run_1/ff_map.png
The bar under the picture is 50 µm long.
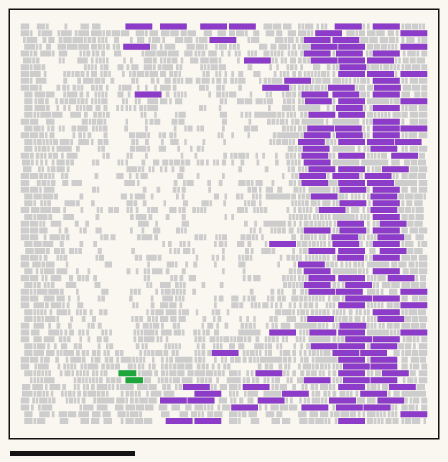
run_1/closeup.png
The bar under the picture is 5 µm long. Window x 76 to 96, y 110 to 130 µm. Cells in grey, sequential cells in the stronger grey; small squares are vias.
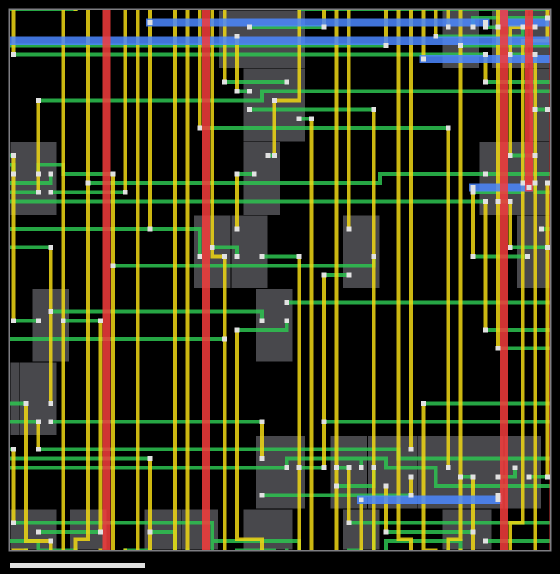
run_1/layers.png
The bar under the picture is 50 µm long.
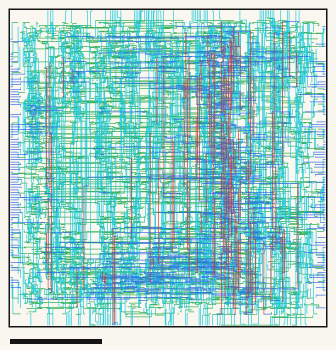
===== src/rtl/rave_pkg.sv =====
// rave_pkg: shared RV32 control-flow encodings.
// Holds the major opcode values the branch unit decodes and the funct3 codes that select the
// conditional-branch comparison. Every control-flow block imports these from here.
package rave_pkg;

  localparam logic [4:0] OP_BRANCH = 5'b11000;
  localparam logic [4:0] OP_JALR   = 5'b11001;
  localparam logic [4:0] OP_JAL    = 5'b11011;
  localparam logic [4:0] OP_AUIPC  = 5'b00101;

  localparam logic [2:0] F3_BEQ  = 3'b000;
  localparam logic [2:0] F3_BNE  = 3'b001;
  localparam logic [2:0] F3_BLT  = 3'b100;
  localparam logic [2:0] F3_BGE  = 3'b101;
  localparam logic [2:0] F3_BLTU = 3'b110;
  localparam logic [2:0] F3_BGEU = 3'b111;

endpackage


===== src/rtl/bru_resolve.sv =====
// bru_resolve: combinational branch/jump resolution datapath.
// Evaluates the branch condition, resolves the next PC and the rd link value, and classifies the
// op against the frontend prediction. It holds no state.
// Ports:
//   opcode, branch_type         op decode (major opcode, funct3)
//   rs1, rs2, pc, offset        operands; offset is already sign-extended
//   pred_taken, pred_target     frontend prediction
//   taken, link, mispredict,    resolution flags
//   illegal, misaligned
//   target                      resolved next PC
//   link_data                   rd writeback value
module bru_resolve
  import rave_pkg::*;
#(
  parameter int unsigned XLEN = 32
) (
  input  logic [4:0]      opcode,
  input  logic [2:0]      branch_type,
  input  logic [XLEN-1:0] rs1,
  input  logic [XLEN-1:0] rs2,
  input  logic [XLEN-1:0] pc,
  input  logic [XLEN-1:0] offset,
  input  logic            pred_taken,
  input  logic [XLEN-1:0] pred_target,
  output logic            taken,
  output logic            link,
  output logic            mispredict,
  output logic            illegal,
  output logic            misaligned,
  output logic [XLEN-1:0] target,
  output logic [XLEN-1:0] link_data
);

  logic [XLEN-1:0] pc_plus4;
  logic [XLEN-1:0] pc_plus_off;
  logic [XLEN-1:0] jalr_sum;
  logic            cond;
  logic            f3_ok;
  logic            cf_legal;

  // Plain XLEN-bit adders: carries out of the top bit drop, so every address wraps.
  assign pc_plus4    = pc + XLEN'(4);
  assign pc_plus_off = pc + offset;
  assign jalr_sum    = rs1 + offset;

  always_comb begin
    cond  = 1'b0;
    f3_ok = 1'b1;
    unique case (branch_type)
      F3_BEQ:  cond = (rs1 == rs2);
      F3_BNE:  cond = (rs1 != rs2);
      F3_BLT:  cond = ($signed(rs1) < $signed(rs2));
      F3_BGE:  cond = ($signed(rs1) >= $signed(rs2));
      F3_BLTU: cond = (rs1 < rs2);
      F3_BGEU: cond = (rs1 >= rs2);
      default: f3_ok = 1'b0;
    endcase
  end

  always_comb begin
    taken     = 1'b0;
    link      = 1'b0;
    illegal   = 1'b0;
    cf_legal  = 1'b0;
    target    = pc_plus4;
    link_data = '0;
    unique case (opcode)
      OP_BRANCH: begin
        if (f3_ok) begin
          cf_legal = 1'b1;
          taken    = cond;
          if (cond) target = pc_plus_off;
        end else begin
          illegal = 1'b1;
        end
      end
      OP_JAL: begin
        cf_legal  = 1'b1;
        taken     = 1'b1;
        link      = 1'b1;
        target    = pc_plus_off;
        link_data = pc_plus4;
      end
      OP_JALR: begin
        cf_legal  = 1'b1;
        taken     = 1'b1;
        link      = 1'b1;
        target    = {jalr_sum[XLEN-1:1], 1'b0};
        link_data = pc_plus4;
      end
      OP_AUIPC: begin
        // Not control flow: falls through and is never a mispredict.
        link      = 1'b1;
        link_data = pc_plus_off;
      end
      default: illegal = 1'b1;
    endcase
  end

  assign mispredict = cf_legal &&
                      ((taken != pred_taken) || (taken && (target != pred_target)));
  // Only bit 1 matters: bit 0 is either cleared (JALR) or flagged by decode elsewhere.
  assign misaligned = taken && target[1];

endmodule


===== src/rtl/branch_resolve_unit.sv =====
// branch_resolve_unit: pipelined branch resolution unit.
// Resolves an op combinationally at issue (bru_resolve) and carries the result through
// PIPE_DEPTH register stages with per-stage valid/ready stall propagation, so results appear
// PIPE_DEPTH cycles after acceptance when the consumer is not stalling.
// Optional feature: define BRU_PERF_CNT_EN to build the saturating mispredict counter;
// otherwise mispredict_cnt is tied to zero and no counter flops exist.
// Ports:
//   clk, rst                    clock, synchronous active-high reset
//   valid_in / ready_out        issue handshake
//   opcode .. rob_entry_in      op fields, operands, prediction and ROB tag
//   flush                       drop every in-flight op and any op issued this cycle
//   valid_out / ready_in        result handshake
//   rob_entry_out .. link_data  resolved result of the op at the tail stage
//   mispredict_cnt              performance counter
module branch_resolve_unit
  import rave_pkg::*;
#(
  parameter int unsigned XLEN       = 32,
  parameter int unsigned ROB_SIZE   = 256,
  parameter int unsigned PIPE_DEPTH = 2
) (
  input  logic                        clk,
  input  logic                        rst,
  input  logic                        valid_in,
  output logic                        ready_out,
  input  logic [4:0]                  opcode,
  input  logic [2:0]                  branch_type,
  input  logic [XLEN-1:0]             rs1,
  input  logic [XLEN-1:0]             rs2,
  input  logic [XLEN-1:0]             pc,
  input  logic [XLEN-1:0]             offset,
  input  logic                        pred_taken,
  input  logic [XLEN-1:0]             pred_target,
  input  logic [$clog2(ROB_SIZE)-1:0] rob_entry_in,
  input  logic                        flush,
  output logic                        valid_out,
  input  logic                        ready_in,
  output logic [$clog2(ROB_SIZE)-1:0] rob_entry_out,
  output logic                        taken,
  output logic                        link,
  output logic                        mispredict,
  output logic                        illegal,
  output logic                        misaligned,
  output logic [XLEN-1:0]             target,
  output logic [XLEN-1:0]             link_data,
  output logic [31:0]                 mispredict_cnt
);

  localparam int unsigned TagW = $clog2(ROB_SIZE);
  localparam int unsigned Last = PIPE_DEPTH - 1;

  if (PIPE_DEPTH < 1 || PIPE_DEPTH > 4) begin : g_bad_depth
    $error("PIPE_DEPTH must be in 1..4");
  end

  typedef struct packed {
    logic [TagW-1:0] rob;
    logic            taken;
    logic            link;
    logic            mispredict;
    logic            illegal;
    logic            misaligned;
    logic [XLEN-1:0] target;
    logic [XLEN-1:0] link_data;
  } res_t;

  res_t            res_new;
  res_t            stage_q [PIPE_DEPTH];
  logic [Last:0]   valid_q;
  logic [Last:0]   valid_d;
  logic [Last:0]   load;
  logic [Last:0]   adv;
  // room[i]: stage i can take a hand-off from stage i-1; room[PIPE_DEPTH] is the consumer.
  logic [PIPE_DEPTH:1] room;
  logic            accept;

  logic            r_taken;
  logic            r_link;
  logic            r_mispredict;
  logic            r_illegal;
  logic            r_misaligned;
  logic [XLEN-1:0] r_target;
  logic [XLEN-1:0] r_link_data;

  bru_resolve #(
    .XLEN(XLEN)
  ) u_resolve (
    .opcode      (opcode),
    .branch_type (branch_type),
    .rs1         (rs1),
    .rs2         (rs2),
    .pc          (pc),
    .offset      (offset),
    .pred_taken  (pred_taken),
    .pred_target (pred_target),
    .taken       (r_taken),
    .link        (r_link),
    .mispredict  (r_mispredict),
    .illegal     (r_illegal),
    .misaligned  (r_misaligned),
    .target      (r_target),
    .link_data   (r_link_data)
  );

  assign res_new = '{
    rob:        rob_entry_in,
    taken:      r_taken,
    link:       r_link,
    mispredict: r_mispredict,
    illegal:    r_illegal,
    misaligned: r_misaligned,
    target:     r_target,
    link_data:  r_link_data
  };

  // Whenever the tail is empty or draining, every stage ahead of it can shift, so stage 0
  // always has room when this is high.
  assign ready_out = !valid_q[Last] || ready_in;
  assign accept    = valid_in && ready_out && !flush;

  always_comb begin
    room[PIPE_DEPTH] = ready_in;
    for (int i = Last; i >= 1; i--) begin
      adv[i]  = valid_q[i] && room[i+1];
      room[i] = !valid_q[i] || adv[i];
    end
    adv[0] = valid_q[0] && room[1];

    load[0] = accept;
    for (int i = 1; i < PIPE_DEPTH; i++) begin
      load[i] = adv[i-1];
    end

    for (int i = 0; i < PIPE_DEPTH; i++) begin
      valid_d[i] = !flush && (load[i] || (valid_q[i] && !adv[i]));
    end
  end

  always_ff @(posedge clk) begin
    if (rst) begin
      valid_q <= '0;
      for (int i = 0; i < PIPE_DEPTH; i++) begin
        stage_q[i] <= '0;
      end
    end else begin
      valid_q <= valid_d;
      if (load[0]) stage_q[0] <= res_new;
      for (int i = 1; i < PIPE_DEPTH; i++) begin
        if (load[i]) stage_q[i] <= stage_q[i-1];
      end
    end
  end

  assign valid_out     = valid_q[Last];
  assign rob_entry_out = stage_q[Last].rob;
  assign taken         = stage_q[Last].taken;
  assign link          = stage_q[Last].link;
  assign mispredict    = stage_q[Last].mispredict;
  assign illegal       = stage_q[Last].illegal;
  assign misaligned    = stage_q[Last].misaligned;
  assign target        = stage_q[Last].target;
  assign link_data     = stage_q[Last].link_data;

`ifdef BRU_PERF_CNT_EN
  logic [31:0] cnt_q;

  always_ff @(posedge clk) begin
    if (rst) begin
      cnt_q <= '0;
    end else if (valid_out && ready_in && mispredict && (cnt_q != 32'hFFFF_FFFF)) begin
      cnt_q <= cnt_q + 32'd1;
    end
  end

  assign mispredict_cnt = cnt_q;
`else
  assign mispredict_cnt = '0;
`endif

endmodule


===== config.mk =====
export PLATFORM = sky130hd
export DESIGN_NAME = branch_resolve_unit
export DESIGN_NICKNAME = d
export VERILOG_FILES = /design/src/rtl/rave_pkg.sv /design/src/rtl/bru_resolve.sv /design/src/rtl/branch_resolve_unit.sv
export SDC_FILE = /design/constraint.sdc
export NUM_CORES = 1
export LEC_CHECK = 0
export ABC_AREA = 1
export CAP_MARGIN = 0
export CORE_MARGIN = 4
export CORE_UTILIZATION = 53
export CTS_CLUSTER_SIZE = 12
export DETAILED_ROUTE_END_ITERATION = 8
export GPL_TIMING_DRIVEN = 0
export PLACE_DENSITY_LB_ADDON = 0.05
export SLEW_MARGIN = 20
export SYNTH_ARGS = -nofsm -noshare
export SYNTH_HDL_FRONTEND = slang
export SYNTH_SLANG_ARGS = --single-unit

===== constraint.sdc =====
create_clock -name clk -period 10.9 [get_ports clk]
set_clock_uncertainty 0.15 [all_clocks]
set_input_delay 2.18 -clock clk [delete_from_list [all_inputs] [get_ports clk]]
set_output_delay 2.18 -clock clk [all_outputs]
set_load 0.05 [all_outputs]

==> impl_metrics.csv, run 1 <==
group,metric,value,unit
run_status,outcome,"finished, violations left",
run_status,failed_checks,"design-rule violations",
placement,dp.cells,2626,
pwr,powerComb,0.000694,W
final_timing,grt_setup_unrepaired,"false",
pwr,top_power_group,"sequential cells",
pwr,powerClk,0.000640,W
clock_network,clk_path_buf_depth,2,
min_path,hold_end,"valid_q[0]$_SDFF_PP0_",
global_route,antenna_found_initial,0,
route,wl_per_cell,21.1,µm
final_layout,dominant_cells,"logic gates",
setup_path,path_cells,"clkdlybuf4s50_1 -> ha_1 -> a21oi_1 -> nand2_1 -> nand2_1 -> nand2_1 -> a21boi_0 -> o21bai_1 -> xnor2_1 -> o21ai_0 -> nor2_1 -> o211ai_1 -> nand3_1 -> nand3_1 -> nor2_1 -> nand3_1 -> nor2_1 -> a21oi_1",
setup_path,critPathMaxFanout,6,
synthesis,yosys_cells,1996,
synthesis,synthTopCellsByArea,"edfxtp_1 (33%), nand2_1 (12%), inv_1 (8.5%)",
clock_network,numCtsBuffers,17,
setup_path,crit_path_start,"pc[2]",
final_timing,fmax,0.152,GHz
setup_path,arrival,6.62,ns
global_route,grt_pass1_vias,15100,
final_layout,final_common_cell,"nand2_1",
global_route,gr-usage-met3,0.0756,
synthesis,syn-cell-area,14100,µm²
clock_network,post-cts-setup-buffer-count,0,
placement,port-buffer-count,260,
final_timing,hold_viol,0,
synthesis,synth_top_cell_by_area,"edfxtp_1",
clock_network,cts_tree,"built",
placement,dpl_cell_area,17400,µm²
route,drc,4,
placement,place_hpwl,44500,µm
job,log.warning_count,26,
final_layout,clkbuf_count,18,
synthesis,adder_share,0.0862,
synthesis,top_cells_by_count,"nand2_1 (454), inv_1 (319), nor2_1 (257), edfxtp_1 (154), a21oi_1 (136)",
clock_network,clock_sinks,156,
setup_path,cp-start-kind,"primary input",
die,placementRows,59,
final_layout,final-clk-cell-share,0.0341,
synthesis,synth-edff-count,154,
clock_network,root_buffer,"clkbuf_16",
clock_network,clk_pin_slew,0.07,ns
final_layout,fin_nets,2588,
pwr,p_per_area,114,nW/µm²
route,top_layer_used,"met4",
route,drt-met1-wl,19700,µm
die,die_width,171,µm
setup_path,crit_cells,18,
final_timing,slew_headroom,0.302,
global_route,grt_max_degree,62,
synthesis,mux_share,0,
route,wl_met2,26500,µm
placement,dp_slack,4.18,ns
pwr,p_leak,8.32,nW
setup_path,critical_path_class,"in2reg",
final_layout,design.seq.count,156,
final_timing,timing.final.crit_period,6.59,ns
global_route,grt_util_met1,0.432,
global_route,grt_pass1_wl,82500,µm
final_layout,nFillCells,1999,
final_timing,setup_viol,0,
Notes on ff_map.png above:
`stage_q` -> purple  # flops 154
`valid_q` -> green  # flops 2
sequential share of cell area: 0.260
Sequential Area: 4660 µm²

Notes on closeup.png above:
M1 -> green
M2 -> yellow
M3 -> blue
M4 -> red
sequential cells in the window = 0
most frequent = nand2_1 (11), inv_1 (3), nor2_1 (3)
cells with their middle in the window = 28

Notes on layers.png above:
M4 -> red  # wire length 3640 µm
M2 -> cyan  # wire length 26.5 mm
M1 -> green  # wire length 19700 µm
M3 -> blue  # wire length 6120 µm
routed vias: 15400
total wire length: 56000 µm
total track usage: 0.371

==> run 1 -> run 2 <==
- clock period: 10.9 -> 6.8 ns (I/O delays scaled with it)
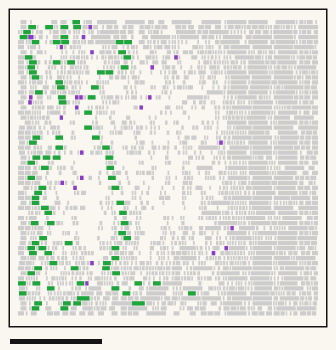
run_2/gates.png
The bar under the picture is 50 µm long.
fa/ha/maj cells -> green  # cells 96
and/or cells -> purple  # cells 25
Comb/total area: 0.413
most common logic cell in the routed design: nand2_1

==> run 2 against run 1 <==
  * The run now ends clean
  * Worst hold slack got worse by 0.028 ns
  * Clock power is about 50% higher
  * Setup slack worse by 2.9 ns
  * Power is 56% higher
  * Clock-buffer cell count unchanged
  * Synthesized area unchanged
  * Cell count unchanged
  * Sequential share of layout area hardly changed
  * Non-clock buffer count is the same
  * Critical path depth did not move
  * Routed wire length shrank 5.1%
  * Core utilization decreased by 0.12 points
  * Critical path type unchanged
  * Critical endpoint unchanged
==> impl_metrics.csv, run 2 <==
group,metric,value,unit
run_status,outcome,"completed",
global_route,grt_pass1_wl,79400,µm
clock_network,root_buffer,"clkbuf_16",
setup_path,crit_slowest_cell,"clkdlybuf4s50_1",
final_timing,timing.final.crit_period,5.42,ns
pwr,pwr-share-seq,0.356,
clock_network,numCtsBuffers,17,
synthesis,mux_share,0,
synthesis,top_cells_by_count,"nand2_1 (454), inv_1 (319), nor2_1 (257), edfxtp_1 (154), a21oi_1 (136)",
synthesis,yosysWarnings,0,
min_path,hold_end,"valid_q[1]$_SDFF_PP0_",
synthesis,synth_top_cell_by_area,"edfxtp_1",
die,placementRows,59,
final_layout,clkbuf_count,18,
route,wl_per_cell,20.0,µm
global_route,grt_util_met1,0.427,
setup_path,arrival,5.46,ns
pwr,powerClk,0.000960,W
global_route,grt.total_usage,0.355,
final_timing,fmax,0.184,GHz
placement,place_hpwl,43400,µm
clock_network,clock_latency,0.44,ns
setup_path,critPathCaptureType,"flip-flop",
synthesis,synthTopCellsByArea,"edfxtp_1 (33%), nand2_1 (12%), inv_1 (8.5%)",
pwr,powerComb,0.00110,W
clock_network,clk_pin_slew,0.07,ns
final_layout,nFillCells,2082,
placement,port-buffer-count,260,
setup_path,cp-start-kind,"primary input",
global_route,grt_max_degree,63,
route,drt-met1-wl,19700,µm
route,top_layer_used,"met4",
route,drc,0,
setup_path,crit_cells,18,
clock_network,clock_sinks,156,
pwr,p_leak,8.30,nW
setup_path,critPathMaxFanout,6,
clock_network,post-cts-setup-buffer-count,0,
final_layout,seqCellArea,4660,µm²
clock_network,ctsHtreeMaxLevel,4,
setup_path,critical_path_class,"in2reg",
pwr,p_per_area,178,nW/µm²
setup_path,path_cells,"clkdlybuf4s50_1 -> ha_1 -> a21oi_1 -> nand2_1 -> nand2_1 -> nand2_1 -> a21boi_0 -> o21bai_1 -> xnor2_1 -> o21ai_0 -> nor2_1 -> o211ai_1 -> nand3_1 -> nand3_1 -> nor2_1 -> nand3_1 -> nor2_1 -> a21oi_1",
job,log.warning_count,26,
final_timing,setup_viol,0,
clock_network,cts_tree,"built",
placement,dp_slack,1.11,ns
final_layout,area_share_nonclk_buffers,0.204,
synthesis,adder_share,0.0862,
clock_network,clk_path_buf_depth,2,
pwr,top_power_group,"sequential cells",
final_timing,hold_viol,0,
final_layout,seq_share,0.260,
route,vias,15100,
synthesis,syn-cell-area,14100,µm²
die,die_width,171,µm
route,wl_met2,25800,µm
final_layout,fin_nets,2588,
route,drt_pass1_iterations,9,
final_layout,fin_area,17900,µm²
final_timing,slew_headroom,0.468,
pwr,switching_share,0.357,
global_route,grt_pass1_vias,14900,
global_route,antenna_found_initial,0,
placement,dp.cells,2626,
setup_path,crit_path_start,"pc[2]",
placement,dpl_cell_area,17400,µm²
pwr,p_int,0.00206,W
final_layout,dominant_cells,"logic gates",
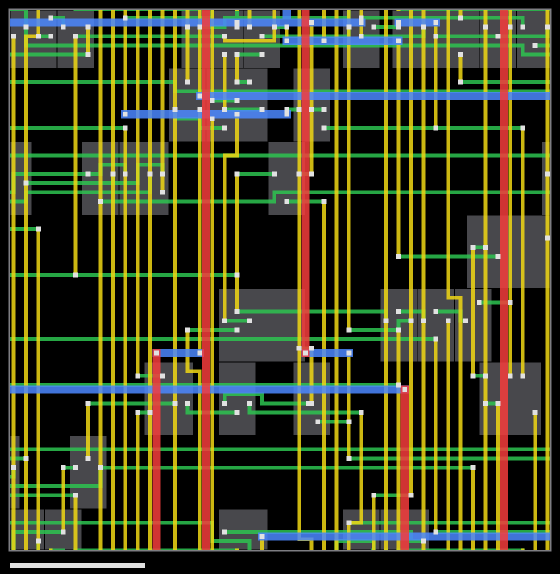
run_2/closeup.png
The bar under the picture is 5 µm long. Window x 76 to 96, y 110 to 130 µm. Cells in grey, sequential cells in the stronger grey; small squares are vias.
M3 -> blue
M2 -> yellow
M4 -> red
M1 -> green
sequential cells in the window = 0
most frequent = nand2_1 (10), nor2_1 (5)
cells with their middle in the window = 29

Power is estimated from default activity; no workload was simulated.
